--- src/rtl/pc_sequencer_pkg.sv ---
// Shared types and constants for the PC sequencer.
// Holds the run-state encoding and the drain-slot instruction value.
package pc_seq_pkg;

    typedef enum logic [1:0] {
        IDLE  = 2'd0,
        RUN   = 2'd1,
        DRAIN = 2'd2,
        DONE  = 2'd3
    } pc_state_e;

    // Instruction memory holds this (a nop) at END_PC.
    localparam logic [31:0] NOP_INSTR = 32'h0000_0000;

    function automatic logic misaligned(input logic [31:0] a);
        return a[1:0] != 2'b00;
    endfunction

endpackage

--- src/rtl/pc_sequencer_if.sv ---
// Link between the sequencer and the core's fetch/hazard logic.
// master: drives PC, takes PC_Write and Next_Addr; slave is the core side.
interface pc_seq_if;
    logic        PC_Write;
    logic [31:0] Next_Addr;
    logic [31:0] PC;

    modport master (
        output PC,
        input  PC_Write,
        input  Next_Addr
    );

    modport slave (
        input  PC,
        output PC_Write,
        output Next_Addr
    );
endinterface

--- src/rtl/pc_sequencer_sat_counter.sv ---
// Saturating up-counter: clears on rst or clr, sticks at all-ones.
// Ports: clk, rst, clr, inc in; q out (W bits).
module sat_counter #(
    parameter int W = 32
) (
    input  logic         clk,
    input  logic         rst,
    input  logic         clr,
    input  logic         inc,
    output logic [W-1:0] q
);

    always_ff @(posedge clk) begin
        if (rst || clr) begin
            q <= '0;
        end else if (inc && (q != '1)) begin
            q <= q + 1'b1;
        end
    end

endmodule

--- src/rtl/pc_sequencer.sv ---
// PC sequencer: IDLE/RUN/DRAIN/DONE run bracket plus perf counters.
// Ports: clk, rst, start in; bus (PC out, PC_Write/Next_Addr in);
// running, done, err, cycle_cnt, fetch_cnt, stall_cnt out.
module pc_sequencer
    import pc_seq_pkg::*;
#(
    parameter logic [31:0] RESET_PC     = 32'h0000_0000,
    parameter logic [31:0] END_PC       = 32'h0000_0100,
    parameter int          DRAIN_CYCLES = 4,
    parameter int          CNT_W        = 32
) (
    input  logic             clk,
    input  logic             rst,
    input  logic             start,
    pc_seq_if.master         bus,
    output logic             running,
    output logic             done,
    output logic             err,
    output logic [CNT_W-1:0] cycle_cnt,
    output logic [CNT_W-1:0] fetch_cnt,
    output logic [CNT_W-1:0] stall_cnt
);

    localparam int DW =
        (DRAIN_CYCLES > 1) ? $clog2(DRAIN_CYCLES) : 1;
    localparam logic [DW-1:0] DLOAD = DW'(DRAIN_CYCLES - 1);

    pc_state_e     state;
    logic [DW-1:0] dcnt;

    logic go;
    logic in_run;
    logic adv;

    // Start is only honoured from IDLE or DONE.
    assign go     = start && ((state == IDLE) || (state == DONE));
    assign in_run = (state == RUN);
    assign adv    = in_run && bus.PC_Write && !misaligned(bus.Next_Addr);

    sat_counter #(.W(CNT_W)) u_cycle (
        .clk (clk),
        .rst (rst),
        .clr (go),
        .inc ((state == RUN) || (state == DRAIN)),
        .q   (cycle_cnt)
    );

    sat_counter #(.W(CNT_W)) u_fetch (
        .clk (clk),
        .rst (rst),
        .clr (go),
        .inc (adv),
        .q   (fetch_cnt)
    );

    sat_counter #(.W(CNT_W)) u_stall (
        .clk (clk),
        .rst (rst),
        .clr (go),
        .inc (in_run && !bus.PC_Write),
        .q   (stall_cnt)
    );

    always_ff @(posedge clk) begin
        if (rst) begin
            state   <= IDLE;
            bus.PC  <= RESET_PC;
            running <= 1'b0;
            done    <= 1'b0;
            err     <= 1'b0;
            dcnt    <= '0;
        end else begin
            unique case (state)
                IDLE, DONE: begin
                    if (state == IDLE) begin
                        bus.PC <= RESET_PC;
                    end
                    if (start) begin
                        bus.PC  <= RESET_PC;
                        err     <= 1'b0;
                        done    <= 1'b0;
                        running <= 1'b1;
                        // Empty program goes straight to the drain.
                        if (RESET_PC == END_PC) begin
                            state <= DRAIN;
                            dcnt  <= DLOAD;
                        end else begin
                            state <= RUN;
                        end
                    end
                end
                RUN: begin
                    if (bus.PC_Write) begin
                        // Misalignment wins over the END_PC compare.
                        if (misaligned(bus.Next_Addr)) begin
                            err     <= 1'b1;
                            state   <= DONE;
                            running <= 1'b0;
                            done    <= 1'b1;
                        end else begin
                            bus.PC <= bus.Next_Addr;
                            if (bus.Next_Addr == END_PC) begin
                                state <= DRAIN;
                                dcnt  <= DLOAD;
                            end
                        end
                    end
                end
                DRAIN: begin
                    if (dcnt == '0) begin
                        state   <= DONE;
                        running <= 1'b0;
                        done    <= 1'b1;
                    end else begin
                        dcnt <= dcnt - 1'b1;
                    end
                end
                default: state <= IDLE;
            endcase
        end
    end

endmodule

--- src/flat_wrapper.sv ---
// flat-port wrapper written by rule: the top's interface ports become plain ports
module pc_sequencer_flat import pc_seq_pkg::*;
#(
    parameter logic [31:0] RESET_PC     = 32'h0000_0000,
    parameter logic [31:0] END_PC       = 32'h0000_0100,
    parameter int          DRAIN_CYCLES = 4,
    parameter int          CNT_W        = 32
)
  (clk, rst, start, running, done, err, cycle_cnt, fetch_cnt, stall_cnt, bus_PC, bus_PC_Write, bus_Next_Addr);
  pc_seq_if bus_i ();
  input  logic clk;
  input  logic rst;
  input  logic start;
  output logic running;
  output logic done;
  output logic err;
  output logic [CNT_W-1:0] cycle_cnt;
  output logic [CNT_W-1:0] fetch_cnt;
  output logic [CNT_W-1:0] stall_cnt;
  output wire logic [$bits(bus_i.PC)-1:0] bus_PC;
  input wire logic [$bits(bus_i.PC_Write)-1:0] bus_PC_Write;
  input wire logic [$bits(bus_i.Next_Addr)-1:0] bus_Next_Addr;
  assign bus_PC = bus_i.PC;
  assign bus_i.PC_Write = bus_PC_Write;
  assign bus_i.Next_Addr = bus_Next_Addr;
  pc_sequencer #(.RESET_PC(RESET_PC), .END_PC(END_PC), .DRAIN_CYCLES(DRAIN_CYCLES), .CNT_W(CNT_W)) u_core (.clk(clk), .rst(rst), .start(start), .bus(bus_i), .running(running), .done(done), .err(err), .cycle_cnt(cycle_cnt), .fetch_cnt(fetch_cnt), .stall_cnt(stall_cnt));
endmodule
--- config.mk ---
export PLATFORM = sky130hd
export DESIGN_NAME = pc_sequencer_flat
export DESIGN_NICKNAME = d
export VERILOG_FILES = /design/src/rtl/pc_sequencer_pkg.sv /design/src/rtl/pc_sequencer_if.sv /design/src/rtl/pc_sequencer_sat_counter.sv /design/src/rtl/pc_sequencer.sv /design/src/flat_wrapper.sv
export SDC_FILE = /design/constraint.sdc
export NUM_CORES = 1
export LEC_CHECK = 0
export CORE_MARGIN = 8
export CORE_UTILIZATION = 54
export DETAILED_ROUTE_END_ITERATION = 7
export PLACE_DENSITY_LB_ADDON = 0.05
export SYNTH_ARGS = -nofsm -noshare
export SYNTH_HDL_FRONTEND = slang
export SYNTH_HIERARCHICAL = 1
export SYNTH_SLANG_ARGS = --single-unit
--- constraint.sdc ---
create_clock -name clk -period 4.61 [get_ports clk]
set_input_delay 0.922 -clock clk [delete_from_list [all_inputs] [get_ports clk]]
set_output_delay 0.922 -clock clk [all_outputs]
set_load 0.1 [all_outputs]
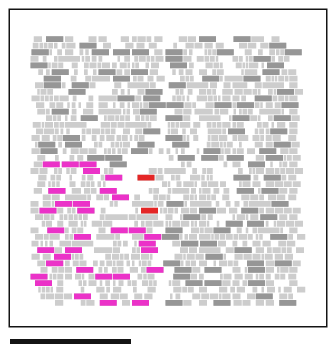
Fig. 1. Register map, names as in the netlist (run 1).
Scale bar: 50 um.
| netlist name | color | placed flops |
|---|---|---|
| u_core/u_cycle/q | magenta | 32 |
| u_core/dcnt | red | 2 |
not colored: 101
total area of sequential cells: 2700 sq um
Seq group: 1310 uW
proportion of cell area occupied by registers: 0.295

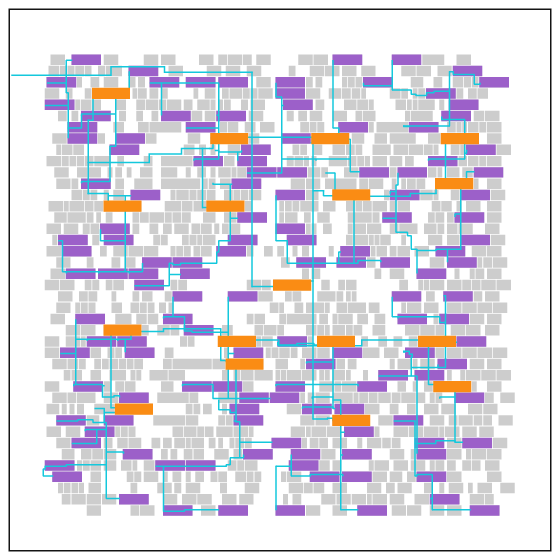
Fig. 2. Routed clock nets over the placement (run 1).
[flip-flops] purple | count: 135
[clock-net drivers] orange | count: 17
[clock wires] cyan | length: 1690 um
routed clock nets: 18

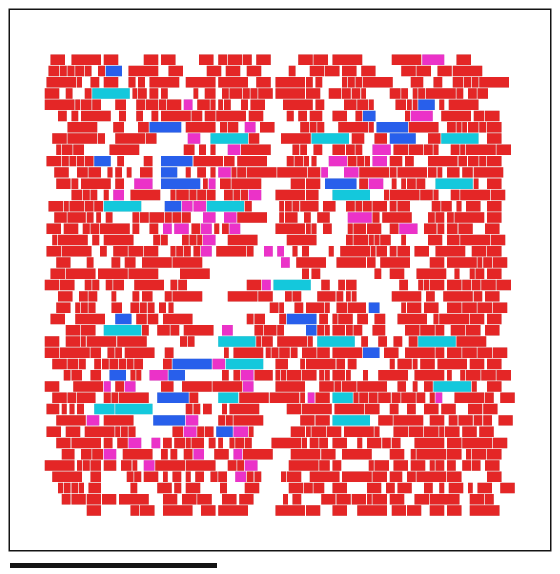
Fig. 3. Cells by drive strength (run 1).
Scale bar: 50 um.
| size | color | cells | share |
|---|---|---|---|
| x6 and larger | cyan | 20 | 2.1% |
| x3 and x4 | blue | 23 | 2.4% |
| x2 | magenta | 54 | 5.7% |
| x1 and smaller | red | 849 | 90% |
final instance area: 9170 sq um
final worst setup slack: 1.47 ns
area growth from synthesis to final layout: 30.0%
Buffers, non-clock: 168

==> Implementation_results.wiki, run 1 <==
== Implementation results ==
{| class="wikitable"
! Metric !! Value
|-
| Pre-placement core utilization || 0.557
|-
| Initial antenna violation count || 0
|-
| Total Wirelength || 19700 um
|-
| Ratio of cells with drive above 1 in the final layout || 0.103
|-
| First-pass GRT wire length || 31600 um
|-
| Number of max-capacitance violations reported || 0
|-
| Distinct cell type count after synthesis || 68
|-
| Clock Power || 1190 uW
|-
| Via count || 6807
|-
| Timing endpoint of the critical path || u_core/u_fetch/q[25]
|-
| Fin Hold WS || 0.478 ns
|-
| # IOs || 167
|-
| Data required time at the worst endpoint || 4.96 ns
|-
| Share of final layout cell area taken by clock buffers and inverters || 0.0553
|-
| Seq cells post-synth || 135
|-
| Maximum single-stage delay on the critical path || 0.51 ns
|-
| # rows || 41
|-
| Std-Cell Core Area || 12700 sq um
|-
| # fillers || 972
|-
| FF-to-FF Start || u_core/state[1]
|-
| Peak Freq || 0.318 GHz
|-
| Met2 Track Usage GR || 0.382
|-
| Switch share || 0.402
|-
| Slowest cell on the critical path || sky130_fd_sc_hd__or4_1
|-
| Average wire per standard cell || 17.6 um
|-
| Die boundary height || 130 um
|-
| Relative contribution of the clock network to total power || 0.290
|-
| Clock tree from TritonCTS || built
|-
| Resized Gates After CTS || 0
|-
| Count of input and output buffers || 166
|-
| Combinational share of power || 0.390
|-
| Per-instance average area after synthesis || 8.93 sq um
|-
| Worst Path Arrival || 3.49 ns
|-
| Actual slew at the worst max-slew pin || 1.18 ns
|-
| Number of nets still failing antenna checks after routing || 0
|-
| M1 wire length || 8090 um
|-
| Synth Instances || 790
|-
| Internal reg-to-reg setup slack || 1.91 ns
|-
| Late-Pin Clk Latency || 0.42 ns
|-
| Fraction of the mapped netlist area in compound gates || 0.180
|-
| Top post-synthesis cells by area || sky130_fd_sc_hd__dfxtp_1, sky130_fd_sc_hd__mux2i_1, sky130_fd_sc_hd__a21oi_1, sky130_fd_sc_hd__or3_1, sky130_fd_sc_hd__nor2_1
|-
| Met3 wire length || 1690 um
|-
| Clock buffer count from CTS || 17
|-
| Highest metal layer with signal wires || met4
|-
| Path class of the lowest-slack min-delay path || flip-flop to flip-flop
|-
| Crit path buffers/inverters || 1
|-
| Critical Path Sink Type || flip-flop
|-
| Multi-input gate share of total cell area || 0.437
|-
| DP Worst Slack || 1.12 ns
|-
| Length in cells of the worst reg-to-reg path || 8
|-
| Final Setup Violations || 0
|-
| Final-layout non-clock buffer area share || 0.182
|-
| Most used routing layer || met2
|-
| Commonest cells post-synth || sky130_fd_sc_hd__dfxtp_1, sky130_fd_sc_hd__a21oi_1, sky130_fd_sc_hd__nor2_1
|-
| Most frequently used flop master after synthesis || sky130_fd_sc_hd__dfxtp_1
|-
| Count of flip-flops with a built-in enable after synthesis || 0
|-
| Warning count from the yosys run || 6
|-
| Top cell type by instance count after synthesis || sky130_fd_sc_hd__dfxtp_1
|-
| Die outline area || 17000 sq um
|-
| Layout clock buffer count || 24
|-
| Minimum clock period after layout || 3.14 ns
|-
| Post-placement cell area || 8660 sq um
|-
| Total combinational power || 1590 uW
|-
| Power density over the cells || 446 nW/um^2
|-
| Top cell class by occupied area || multi-input combinational cells
|-
| Number of sequential storage elements || 135
|-
| Number of instances on the worst hold path || 1
|-
| Filler-free cell count of the finished design || 1118
|-
| Post-synthesis xor/xnor area fraction || 0.0211
|-
| Setup fix buffers added after clock tree synthesis || 0
|-
| RSZ-0062 raised after global routing || false
|-
| Cell-by-cell listing of the critical path || clkdlybuf4s50_1 -> nor3b_1 -> and2_1 -> and3_4 -> o311ai_4 -> or4_1 -> a21oi_2
|-
| Synthesized chip area reported by yosys || 7060 sq um
|-
| Hold Violations, Final || 0
|-
| Post-synthesis net count || 833
|-
| Maximum level of the CTS H-tree || 4
|-
| Detailed placement HPWL || 13700 um
|-
| Max-slew violation count || 0
|-
| Layout Utilization || 0.724
|-
| Aggregate global-route resource usage || 0.229
|-
| Part of the Yosys area used for sequential elements || 0.383
|-
| Reg-to-Reg End || u_core/u_fetch/q[25]
|-
| Commonest cells after routing, fill and taps aside || sky130_fd_sc_hd__clkdlybuf4s50_1, sky130_fd_sc_hd__dfxtp_1, sky130_fd_sc_hd__a21oi_1, sky130_fd_sc_hd__nor2_1, sky130_fd_sc_hd__nand2_1
|-
| Post-detailed-route DRC marker count || 0
|-
| Final clock period utilization by the worst path || 0.681
|-
| Number of cells in Yosys stat || 790
|-
| Cell area after synthesis || 7060 sq um
|-
| Met3 Resource Use GR || 0.0792
|-
| Synth logic family || simple AND/OR/NAND/NOR gates
|-
| Root buffer selected by CTS || sky130_fd_sc_hd__clkbuf_16
|-
| Result of the run || finished, final reports clean
|-
| Sw power || 1640 uW
|-
| CTS clock-pin slew for the worst setup and hold paths || 0.05 ns
|-
| Width of the die || 130 um
|-
| Met1 global-route usage || 0.266
|-
| VDD IR-drop max || 0.000320 V
|-
| Internal Dissipation || 2450 uW
|-
| Instance count after placement with tap cells included || 1089
|-
| Largest fanout on the critical path || 16
|-
| Count of clock tree sinks || 135
|-
| Inverters || 18
|-
| Most area-hungry cell type in the Yosys netlist || sky130_fd_sc_hd__dfxtp_1
|-
| Mux frac, synth || 0.0525
|-
| Relative max-transition margin || 0.210
|-
| Maximum clock skew at final layout || 0.00639 ns
|-
| Total length of routed met2 wires || 9490 um
|-
| Count of cell instances traversed by the critical path || 7
|-
| Fraction of power consumed by sequential logic || 0.320
|-
| Total Power || 4090 uW
|-
| Total Negative Setup Slacks || 0 ns
|-
| Routability congestion estimate || 0.874
|-
| Crit path kind || input port to flip-flop
|-
| Share of async-settable or async-resettable flops after synthesis || 0
|-
| ANT cells || 0
|-
| OpenROAD warnings || 28
|-
| Worst hold start || u_core/bus.PC[1]
|-
| Post-synthesis simple-gate area fraction || 0.301
|-
| Final-stage net count || 979
|-
| Combinational Gates || 596
|-
| First drt pass iteration count || 5
|-
| Tapcells || 172
|-
| Worst path top cell family by delay || simple AND/OR/NAND/NOR gates
|-
| Synth top area share || 0.383
|-
| CTS Hold Buffers Added || 0
|-
| Launch point of the worst path || bus_Next_Addr[1]
|}
Fig. 4: run 1, cells colored by class
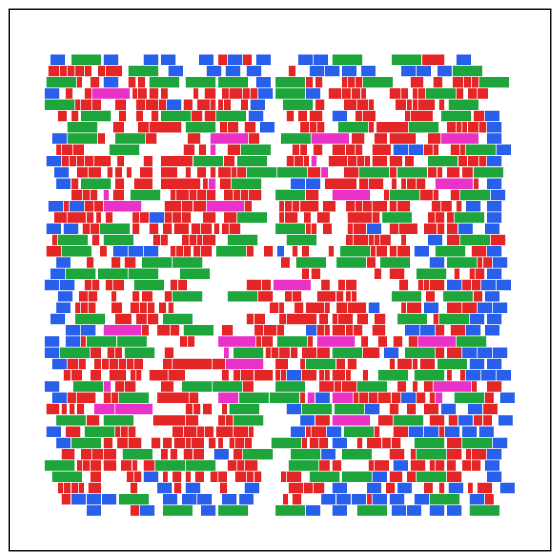

## Run 2: what changed since run 1
--- a/config.mk
+++ b/config.mk
@@ -6,7 +6,7 @@
 export NUM_CORES = 1
 export LEC_CHECK = 0
 export CORE_MARGIN = 8
-export CORE_UTILIZATION = 54
+export CORE_UTILIZATION = 46
 export DETAILED_ROUTE_END_ITERATION = 7
 export PLACE_DENSITY_LB_ADDON = 0.05
 export SYNTH_ARGS = -nofsm -noshare
==> constraint.sdc (replaced) <==
create_clock -name clk -period 2.6 [get_ports clk]
set_input_delay 0.52 -clock clk [delete_from_list [all_inputs] [get_ports clk]]
set_output_delay 0.52 -clock clk [all_outputs]
set_load 0.1 [all_outputs]
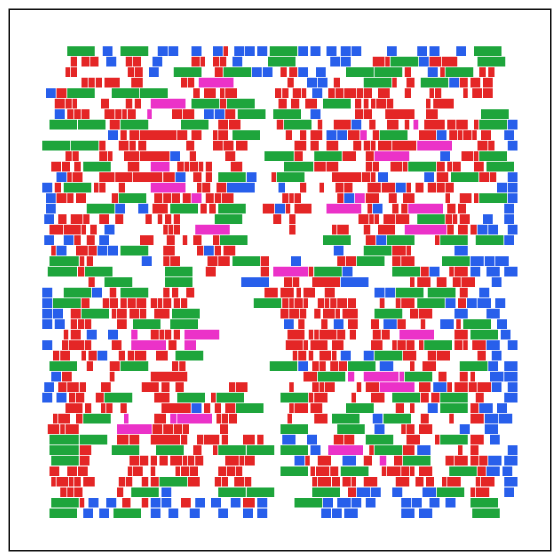
Fig. 5. Cells colored by class (run 2).
| class | color | cells |
|---|---|---|
| remaining buffers and delay cells | blue | 203 |
| remaining logic cells | red | 614 |
| clock drivers and dummy loads | magenta | 31 |
| sequential cells | green | 135 |
Std-Cell Core Area: 15100 sq um
proportion of cell area occupied by registers: 0.295
final instance area: 9190 sq um

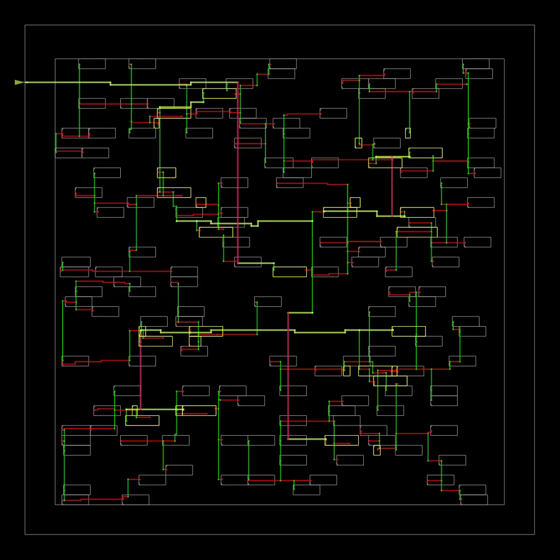
Fig. 6. Clock nets (run 2).
Late-Pin Clk Latency: 0.42 ns
number of sequential storage elements: 135
Clock Power: 2210 uW

==> Implementation_results.wiki, run 2 <==
== Implementation results ==
{| class="wikitable"
! Metric !! Value
|-
| Data required time at the worst endpoint || 2.89 ns
|-
| Synth logic family || simple AND/OR/NAND/NOR gates
|-
| Filler-free cell count of the finished design || 1171
|-
| Launch point of the worst path || u_core/u_stall/q[27]
|-
| Post-synthesis simple-gate area fraction || 0.301
|-
| Top cell type by instance count after synthesis || sky130_fd_sc_hd__dfxtp_1
|-
| Seq cells post-synth || 135
|-
| Met3 Resource Use GR || 0.0629
|-
| Layout Utilization || 0.609
|-
| Final worst setup slack || 0.217 ns
|-
| First drt pass iteration count || 4
|-
| Instance count after placement with tap cells included || 1140
|-
| Post-placement cell area || 8660 sq um
|-
| Internal reg-to-reg setup slack || 0.22 ns
|-
| Length in cells of the worst reg-to-reg path || 7
|-
| Total Wirelength || 19300 um
|-
| Synth top area share || 0.383
|-
| Root buffer selected by CTS || sky130_fd_sc_hd__clkbuf_16
|-
| Routability congestion estimate || 0.816
|-
| Total Negative Setup Slacks || 0 ns
|-
| Power density over the cells || 816 nW/um^2
|-
| Path class of the lowest-slack min-delay path || flip-flop to flip-flop
|-
| Layout clock buffer count || 22
|-
| Combinational share of power || 0.396
|-
| Crit path buffers/inverters || 2
|-
| FF-to-FF Start || u_core/u_stall/q[27]
|-
| Number of instances on the worst hold path || 1
|-
| Worst path top cell family by delay || AND-OR/OR-AND gates
|-
| Relative contribution of the clock network to total power || 0.294
|-
| Total area of sequential cells || 2710 sq um
|-
| Top cell class by occupied area || multi-input combinational cells
|-
| Met2 Track Usage GR || 0.314
|-
| Critical Path Sink Type || flip-flop
|-
| Tapcells || 188
|-
| Relative max-transition margin || 0.444
|-
| Most area-hungry cell type in the Yosys netlist || sky130_fd_sc_hd__dfxtp_1
|-
| Final Setup Violations || 0
|-
| Switch share || 0.399
|-
| First-pass GRT wire length || 31800 um
|-
| Part of the Yosys area used for sequential elements || 0.383
|-
| Mux frac, synth || 0.0525
|-
| Fraction of the mapped netlist area in compound gates || 0.180
|-
| Average wire per standard cell || 16.5 um
|-
| Resized Gates After CTS || 0
|-
| Maximum clock skew at final layout || 0.00873 ns
|-
| # fillers || 1337
|-
| Buffers, non-clock || 203
|-
| Fraction of power consumed by sequential logic || 0.310
|-
| Actual slew at the worst max-slew pin || 0.834 ns
|-
| Sw power || 2990 uW
|-
| Initial antenna violation count || 0
|-
| Pre-placement core utilization || 0.468
|-
| Post-detailed-route DRC marker count || 0
|-
| Largest fanout on the critical path || 18
|-
| Crit path kind || flip-flop to flip-flop
|-
| Combinational Gates || 596
|-
| Detailed placement HPWL || 14000 um
|-
| Worst Path Arrival || 2.68 ns
|-
| Maximum level of the CTS H-tree || 4
|-
| Internal Dissipation || 4510 uW
|-
| Clock tree from TritonCTS || built
|-
| Total Power || 7500 uW
|-
| # rows || 45
|-
| Cell-by-cell listing of the critical path || nand4_2 -> or2_1 -> o31ai_4 -> buf_4 -> buf_4 -> xor2_1 -> nor2_1
|-
| Seq group || 2320 uW
|-
| Multi-input gate share of total cell area || 0.435
|-
| # IOs || 167
|-
| Top post-synthesis cells by area || sky130_fd_sc_hd__dfxtp_1, sky130_fd_sc_hd__mux2i_1, sky130_fd_sc_hd__a21oi_1, sky130_fd_sc_hd__or3_1, sky130_fd_sc_hd__nor2_1
|-
| Die outline area || 19600 sq um
|-
| M1 wire length || 9010 um
|-
| Worst hold start || u_core/bus.PC[0]
|-
| Distinct cell type count after synthesis || 68
|-
| Number of max-capacitance violations reported || 0
|-
| Reg-to-Reg End || u_core/u_stall/q[0]
|-
| Met1 global-route usage || 0.245
|-
| Slowest cell on the critical path || sky130_fd_sc_hd__o31ai_4
|-
| Number of cells in Yosys stat || 790
|-
| Die boundary height || 140 um
|-
| Ratio of cells with drive above 1 in the final layout || 0.275
|-
| Via count || 6679
|-
| Final-layout non-clock buffer area share || 0.179
|-
| Share of final layout cell area taken by clock buffers and inverters || 0.0580
|-
| Final clock period utilization by the worst path || 0.916
|-
| Peak Freq || 0.420 GHz
|-
| Hold Violations, Final || 0
|-
| Final-stage net count || 1014
|-
| Post-synthesis xor/xnor area fraction || 0.0211
|-
| Inverters || 18
|-
| VDD IR-drop max || 0.000717 V
|-
| Synthesized chip area reported by yosys || 7060 sq um
|-
| Timing endpoint of the critical path || u_core/u_stall/q[0]
|-
| Share of async-settable or async-resettable flops after synthesis || 0
|-
| Warning count from the yosys run || 6
|-
| Clock buffer count from CTS || 17
|-
| Result of the run || finished, final reports clean
|-
| Starting DRT DRC Count || 465
|-
| Minimum clock period after layout || 2.38 ns
|-
| Total length of routed met2 wires || 9040 um
|-
| Area growth from synthesis to final layout || 30.3%
|-
| Setup fix buffers added after clock tree synthesis || 0
|-
| Per-instance average area after synthesis || 8.93 sq um
|-
| OpenROAD warnings || 28
|-
| Commonest cells after routing, fill and taps aside || sky130_fd_sc_hd__buf_4, sky130_fd_sc_hd__dfxtp_1, sky130_fd_sc_hd__a21oi_1, sky130_fd_sc_hd__nor2_1, sky130_fd_sc_hd__nand2_1
|-
| Maximum single-stage delay on the critical path || 0.61 ns
|-
| Highest metal layer with signal wires || met4
|-
| CTS Hold Buffers Added || 0
|-
| Count of flip-flops with a built-in enable after synthesis || 0
|-
| CTS clock-pin slew for the worst setup and hold paths || 0.05 ns
|-
| DP Worst Slack || -0.110 ns
|}
Fig. 7: run 2, cells by drive strength
Scale bar: 50 um.
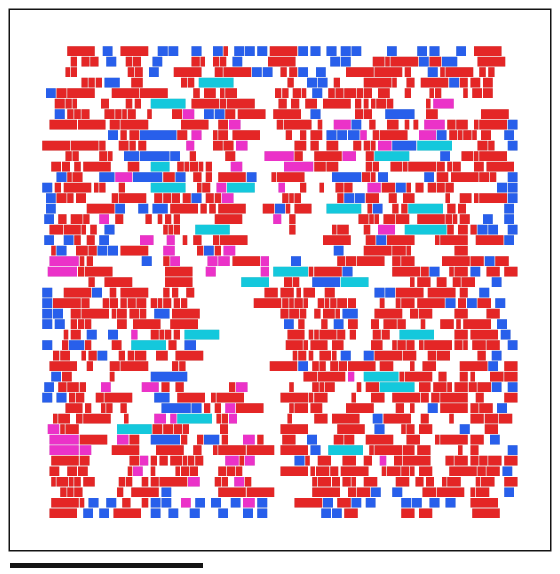

## Run 3: what changed since run 2
--- a/config.mk
+++ b/config.mk
@@ -5,8 +5,9 @@
 export SDC_FILE = /design/constraint.sdc
 export NUM_CORES = 1
 export LEC_CHECK = 0
+export ABC_AREA = 1
 export CORE_MARGIN = 8
-export CORE_UTILIZATION = 46
+export CORE_UTILIZATION = 47
 export DETAILED_ROUTE_END_ITERATION = 7
 export PLACE_DENSITY_LB_ADDON = 0.05
 export SYNTH_ARGS = -nofsm -noshare
==> constraint.sdc (replaced) <==
create_clock -name clk -period 2.6 [get_ports clk]
set_input_delay 0.52 -clock clk [delete_from_list [all_inputs] [get_ports clk]]
set_output_delay 0.52 -clock clk [all_outputs]
set_load 0.05 [all_outputs]
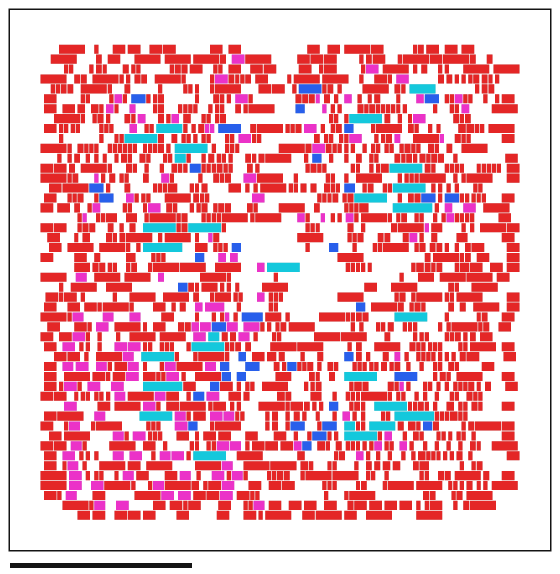
Fig. 8. Cells by drive strength (run 3).
Scale bar: 50 um.
| size | color | cells | share |
|---|---|---|---|
| x3 and x4 | blue | 37 | 2.6% |
| x6 and larger | cyan | 27 | 1.9% |
| x1 and smaller | red | 1236 | 87% |
| x2 | magenta | 125 | 8.8% |

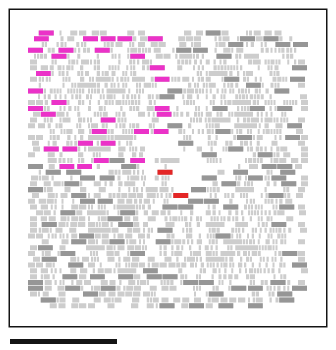
Fig. 9. Register map, names as in the netlist (run 3).
Scale bar: 50 um.
| netlist name | color | placed flops |
|---|---|---|
| u_core/u_cycle/q | magenta | 32 |
| u_core/dcnt | red | 2 |
not colored: 101

==> Implementation_results.wiki, run 3 <==
== Implementation results ==
{| class="wikitable"
! Metric !! Value
|-
| Result of the run || finished, final reports clean
|-
| Cell area after synthesis || 8200 sq um
|-
| VDD IR-drop max || 0.000515 V
|-
| Share of final layout cell area taken by clock buffers and inverters || 0.0593
|-
| Count of input and output buffers || 166
|-
| Layout clock buffer count || 17
|-
| Power density over the cells || 719 nW/um^2
|-
| Final Setup Violations || 0
|-
| Actual slew at the worst max-slew pin || 0.888 ns
|-
| Worst Path Arrival || 2.68 ns
|-
| Resized Gates After CTS || 0
|-
| Per-instance average area after synthesis || 6.55 sq um
|-
| Fin Hold WS || 0.446 ns
|-
| M1 wire length || 10900 um
|-
| Most frequently used flop master after synthesis || sky130_fd_sc_hd__dfxtp_1
|-
| Post-placement cell area || 9950 sq um
|-
| Combinational Gates || 958
|-
| Die boundary height || 148 um
|-
| Reg-to-Reg End || u_core/u_fetch/q[0]
|-
| Met2 Track Usage GR || 0.365
|-
| Tapcells || 225
|-
| Total combinational power || 2680 uW
|-
| Met1 global-route usage || 0.270
|-
| Synthesized chip area reported by yosys || 8200 sq um
|-
| RSZ-0062 raised after global routing || false
|-
| Cell-by-cell listing of the critical path || inv_1 -> ha_1 -> nor2_1 -> nor2_2 -> inv_1 -> a21oi_1
|-
| Post-synthesis net count || 1295
|-
| Total area of sequential cells || 2700 sq um
|-
| Seq cells post-synth || 135
|-
| Combinational share of power || 0.353
|-
| Fraction of power consumed by sequential logic || 0.305
|-
| Std-Cell Core Area || 17200 sq um
|-
| Worst path top cell family by delay || simple AND/OR/NAND/NOR gates
|-
| Root buffer selected by CTS || sky130_fd_sc_hd__clkbuf_16
|-
| Share of async-settable or async-resettable flops after synthesis || 0
|-
| Seq group || 2320 uW
|-
| # fillers || 1673
|-
| Top post-synthesis cells by area || sky130_fd_sc_hd__dfxtp_1, sky130_fd_sc_hd__nand2_1, sky130_fd_sc_hd__nor2_1, sky130_fd_sc_hd__nand3_1, sky130_fd_sc_hd__nand3_2
|-
| Peak Freq || 0.429 GHz
|-
| ANT cells || 1
|-
| Total length of routed met2 wires || 11200 um
|-
| Length in cells of the worst reg-to-reg path || 6
|-
| Late-Pin Clk Latency || 0.43 ns
|-
| Post-synthesis xor/xnor area fraction || 0.00534
|-
| OpenROAD warnings || 28
|-
| Largest fanout on the critical path || 18
|-
| First drt pass iteration count || 5
|-
| Pre-placement core utilization || 0.478
|-
| Die outline area || 21900 sq um
|-
| Post-synthesis simple-gate area fraction || 0.463
|-
| Filler-free cell count of the finished design || 1651
|-
| Number of instances on the worst hold path || 2
|-
| Average wire per standard cell || 14.4 um
|-
| Number of nets still failing antenna checks after routing || 0
|-
| Max-slew violation count || 0
|-
| Launch point of the worst path || u_core/state[0]
|-
| Internal reg-to-reg setup slack || 0.27 ns
|-
| Distinct cell type count after synthesis || 35
|-
| Buffers, non-clock || 181
|-
| Number of cells in Yosys stat || 1252
|-
| Final-stage net count || 1455
|-
| Crit path buffers/inverters || 2
|-
| Total Wirelength || 23700 um
|-
| Slowest cell on the critical path || sky130_fd_sc_hd__nor2_2
|-
| DP Worst Slack || 0.0769 ns
|-
| Commonest cells after routing, fill and taps aside || sky130_fd_sc_hd__nand2_1, sky130_fd_sc_hd__nor2_1, sky130_fd_sc_hd__clkdlybuf4s50_1, sky130_fd_sc_hd__dfxtp_1, sky130_fd_sc_hd__nand3_1
|-
| First-pass GRT wire length || 39200 um
|-
| Post-detailed-route DRC marker count || 0
|}
No activity file was given, so power comes from the tool's default toggle rates.
